Close-up of the layout:
Bar = 20 µm. Region (13, 26) to (63, 76) µm. Cells in gray, sequential cells in the stronger gray; small squares are vias.
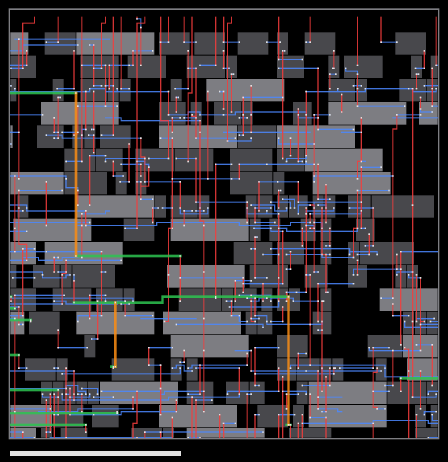
Register map, names as in the netlist:
Bar = 20 µm. Other sequential cells in the stronger gray, the rest of the logic in the fainter gray.
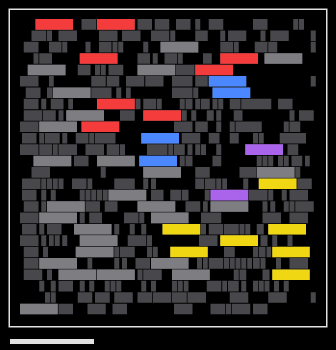
==> src/rtl/alu_seq.sv <==
// -----------------------------------------------------------------------------
// alu_seq -- request/response sequencer in front of a fixed-latency ALU.
//
// A request (op code, two operand bytes, carry-in) is accepted on a
// valid/ready handshake. The operands and a one-hot op are then presented to
// an external ALU and held steady for ALU_LAT clock edges. After that the
// ALU's result and flags are captured and offered on the response port until
// the consumer takes them. A new request may be accepted in the same cycle a
// response is consumed, so back-to-back operations leave no idle cycle.
//
// Parameters
//   ALU_LAT   clock edges from operand drive to valid alu_d/alu_fo (1..15)
//
// Optional feature (compile-time macro)
//   ALU_SEQ_CHAIN_EN  when defined, the carry-out (alu_fo[0]) of each captured
//                     result is stored; a request with req_chain=1 then uses it
//                     as carry-in instead of req_carry. When undefined,
//                     req_chain is ignored and no carry state exists.
//
// Ports
//   clk        in   sole clock, rising edge
//   rst        in   asynchronous, active-low reset
//   req_valid  in   request present
//   req_ready  out  request accepted when req_valid and req_ready are both high
//   req_code   in   op: 1 add, 2 sub, 3 and, 4 or, 5 not, 6 shl, 7 shr, 0 null
//   req_a      in   operand A
//   req_b      in   operand B
//   req_carry  in   carry-in
//   req_chain  in   use stored carry as carry-in (chain build only)
//   rsp_valid  out  result held
//   rsp_ready  in   consumer accepts result
//   rsp_d      out  result byte
//   rsp_flags  out  ALU flags (bit0 carry, bit1 zero, bit2 signed-positive)
//   alu_op     out  one-hot op to ALU (bit code-1; all zero for null)
//   alu_a      out  operand A to ALU
//   alu_b      out  operand B to ALU
//   alu_fi     out  flags-in to ALU ({7'b0, carry-in})
//   alu_d      in   ALU result
//   alu_fo     in   ALU flags-out
// -----------------------------------------------------------------------------
module alu_seq #(
   parameter int ALU_LAT = 4
) (
   input  logic       clk,
   input  logic       rst,
   input  logic       req_valid,
   output logic       req_ready,
   input  logic [2:0] req_code,
   input  logic [7:0] req_a,
   input  logic [7:0] req_b,
   input  logic       req_carry,
   input  logic       req_chain,
   output logic       rsp_valid,
   input  logic       rsp_ready,
   output logic [7:0] rsp_d,
   output logic [7:0] rsp_flags,
   output logic [6:0] alu_op,
   output logic [7:0] alu_a,
   output logic [7:0] alu_b,
   output logic [7:0] alu_fi,
   input  logic [7:0] alu_d,
   input  logic [7:0] alu_fo
);

   typedef enum logic [1:0] {
      IDLE  = 2'd0,
      ISSUE = 2'd1,
      RESP  = 2'd2
   } state_t;

   // The counter starts at ALU_LAT-1 on the accepting edge and the result is
   // captured on the edge where it is already zero, which makes the capture
   // edge exactly ALU_LAT edges after acceptance.
   localparam logic [3:0] CNT_LOAD = 4'(ALU_LAT - 1);

   state_t     state_q, state_d;
   logic [3:0] cnt_q, cnt_d;
   logic [6:0] alu_op_q, alu_op_d;
   logic [7:0] alu_a_q, alu_a_d;
   logic [7:0] alu_b_q, alu_b_d;
   logic [7:0] alu_fi_q, alu_fi_d;
   logic       rsp_valid_q, rsp_valid_d;
   logic [7:0] rsp_d_q, rsp_d_d;
   logic [7:0] rsp_flags_q, rsp_flags_d;

   logic       accept;
   logic       carry_in;

`ifdef ALU_SEQ_CHAIN_EN
   logic       carry_q, carry_d;
`else
   // Chaining is compiled out; the input exists only to keep the port list
   // identical between builds.
   logic       unused_chain;
   assign unused_chain = req_chain;
`endif

   // One-hot op select: code n drives bit n-1, the null code drives nothing.
   function automatic logic [6:0] op_onehot(input logic [2:0] code);
      logic [6:0] op;
      op = 7'd0;
      if (code != 3'd0) begin
         op[code - 3'd1] = 1'b1;
      end
      return op;
   endfunction

   // Ready while idle, or while a held response is being consumed this cycle
   // (this is what allows the zero-bubble back-to-back case). Gated by rst so
   // nothing is advertised while reset is asserted.
   assign req_ready = rst & ((state_q == IDLE) | ((state_q == RESP) & rsp_ready));
   assign accept    = req_valid & req_ready;

`ifdef ALU_SEQ_CHAIN_EN
   assign carry_in = req_chain ? carry_q : req_carry;
`else
   assign carry_in = req_carry;
`endif

   always_comb begin
      state_d     = state_q;
      cnt_d       = cnt_q;
      alu_op_d    = alu_op_q;
      alu_a_d     = alu_a_q;
      alu_b_d     = alu_b_q;
      alu_fi_d    = alu_fi_q;
      rsp_valid_d = rsp_valid_q;
      rsp_d_d     = rsp_d_q;
      rsp_flags_d = rsp_flags_q;
`ifdef ALU_SEQ_CHAIN_EN
      carry_d     = carry_q;
`endif

      case (state_q)
         IDLE: begin
            // Waiting for a request; acceptance is handled below.
         end

         ISSUE: begin
            if (cnt_q == 4'd0) begin
               rsp_d_d     = alu_d;
               rsp_flags_d = alu_fo;
               rsp_valid_d = 1'b1;
               state_d     = RESP;
`ifdef ALU_SEQ_CHAIN_EN
               carry_d     = alu_fo[0];
`endif
            end else begin
               cnt_d = cnt_q - 4'd1;
            end
         end

         RESP: begin
            if (rsp_ready) begin
               rsp_valid_d = 1'b0;
               state_d     = IDLE;
               alu_op_d    = 7'd0;
            end
         end

         default: begin
            state_d = IDLE;
         end
      endcase

      // Acceptance overrides the idle fall-through above so a response
      // handshake and a new request on the same edge go straight to ISSUE.
      if (accept) begin
         state_d  = ISSUE;
         cnt_d    = CNT_LOAD;
         alu_op_d = op_onehot(req_code);
         alu_a_d  = req_a;
         alu_b_d  = req_b;
         alu_fi_d = {7'd0, carry_in};
      end
   end

   always_ff @(posedge clk or negedge rst) begin
      if (!rst) begin
         state_q     <= IDLE;
         cnt_q       <= 4'd0;
         alu_op_q    <= 7'd0;
         alu_a_q     <= 8'd0;
         alu_b_q     <= 8'd0;
         alu_fi_q    <= 8'd0;
         rsp_valid_q <= 1'b0;
         rsp_d_q     <= 8'd0;
         rsp_flags_q <= 8'd0;
`ifdef ALU_SEQ_CHAIN_EN
         carry_q     <= 1'b0;
`endif
      end else begin
         state_q     <= state_d;
         cnt_q       <= cnt_d;
         alu_op_q    <= alu_op_d;
         alu_a_q     <= alu_a_d;
         alu_b_q     <= alu_b_d;
         alu_fi_q    <= alu_fi_d;
         rsp_valid_q <= rsp_valid_d;
         rsp_d_q     <= rsp_d_d;
         rsp_flags_q <= rsp_flags_d;
`ifdef ALU_SEQ_CHAIN_EN
         carry_q     <= carry_d;
`endif
      end
   end

   assign alu_op    = alu_op_q;
   assign alu_a     = alu_a_q;
   assign alu_b     = alu_b_q;
   assign alu_fi    = alu_fi_q;
   assign rsp_valid = rsp_valid_q;
   assign rsp_d     = rsp_d_q;
   assign rsp_flags = rsp_flags_q;

endmodule

==> config.mk <==
export PLATFORM = sky130hd
export DESIGN_NAME = alu_seq
export DESIGN_NICKNAME = d
export VERILOG_FILES = /design/src/rtl/alu_seq.sv
export SDC_FILE = /design/constraint.sdc
export NUM_CORES = 1
export LEC_CHECK = 0
export ABC_AREA = 1
export CAP_MARGIN = 10
export CORE_MARGIN = 2
export CORE_UTILIZATION = 43
export DETAILED_ROUTE_END_ITERATION = 8
export PLACE_DENSITY_LB_ADDON = 0.08
export REMOVE_ABC_BUFFERS = 1
export SKIP_LAST_GASP = 1
export SYNTH_ARGS = -nofsm -noshare
export SYNTH_HDL_FRONTEND = slang
export SYNTH_SLANG_ARGS = --single-unit
==> constraint.sdc <==
create_clock -name clk -period 1.43 [get_ports clk]
set_input_delay 0.143 -clock clk [delete_from_list [all_inputs] [get_ports clk]]
set_output_delay 0.143 -clock clk [all_outputs]
set_load 0.02 [all_outputs]
==> flow_metrics.rpt <==
RUN METRICS
----------------------------------------------------
[Critical path]
  Worst reg-to-reg setup slack ........................ 150 ps
  Critical path's slowest cell ........................ sky130_fd_sc_hd__clkdlybuf4s50_1
  Startpoint types ........................ register
  Worst setup path start ........................ alu_fi[0]
  Count of cells along the worst register-to-register path ........................ 6
  Worst setup path class ........................ register to output port
  Nature of the critical path endpoint ........................ output port

[GRT]
  Met1 track utilization from global routing ........................ 0.218

[Yosys]
  Cell area after synthesis ........................ 2200 µm²
  Multiplexer share of the synthesized area ........................ 0
  Dominant combinational family ........................ simple AND/OR/NAND/NOR gates
  Adder Area Share ........................ 0.0228
  Flip-flops with a built-in enable ........................ 0

[Cells and area]
  Number of signal-net inverters in the final layout ........................ 34
  Sequential standard cell area ........................ 1180 µm²
  Final net count ........................ 383
  Number of fill cells in the layout ........................ 441
  Largest area class, layout ........................ flip-flops and latches
  Multi-input combinational area share ........................ 0.243
  Layout Utilization ........................ 0.654

[Flow run]
  Max-capacitance violation count ........................ 0
  Count of tool warnings ........................ 29

[Die]
  Die height ........................ 75.5 µm
  Initial cell density of the core ........................ 0.439
  Die area ........................ 5700 µm²
  Tap Count ........................ 70

[Placed design]
  Worst-case setup slack after placement ........................ -153 ps
  Estimated wirelength of the detail-placed design ........................ 3150 µm
  Cell area after placement ........................ 3080 µm²
  Number of buffers inserted by port buffering ........................ 81

[Power and ir drop]
  NetSw ........................ 2.45 mW
  Logic gate share of total power ........................ 0.500

[Routing]
  Post-detailed-route DRC marker count ........................ 0
  Final ANT Viol Nets ........................ 0
  Top routing layer used ........................ met4

[CTS]
  Clock-pin slew of the registers on the worst-case setup and hold paths ........................ 80 ps
  Clock buffer depth ........................ 2

[Timing]
  Remaining max-slew budget at the tightest pin ........................ 0.612
  Final Critical Period ........................ 1390 ps
  Maximum clock frequency ........................ 721 MHz

[Outcome]
  Status ........................ complete, no violations

[Hold path]
  Hold WC Path Type ........................ input port to register
  Worst hold stages ........................ 3
  Destination of the worst hold path ........................ alu_a[0]

----------------------------------------------------
About 'close-up of the layout':
orange -> metal 4
blue -> metal 1
red -> metal 2
green -> metal 3
netlist names of flops here include = rsp_d (7), rsp_flags (5), alu_a (4)
cells with their middle in the window = 150
sequential cells in the window = 23
most frequent = nand2_1 (38), dfrtp_1 (23), inv_1 (18)

About 'register map, names as in the netlist':
purple -> state_q  # placed flops 2
yellow -> alu_op  # placed flops 7, where lower right
red -> rsp_d  # placed flops 8
blue -> cnt_q  # placed flops 4
not colored = 26

Power and IR drop assume default switching activity.
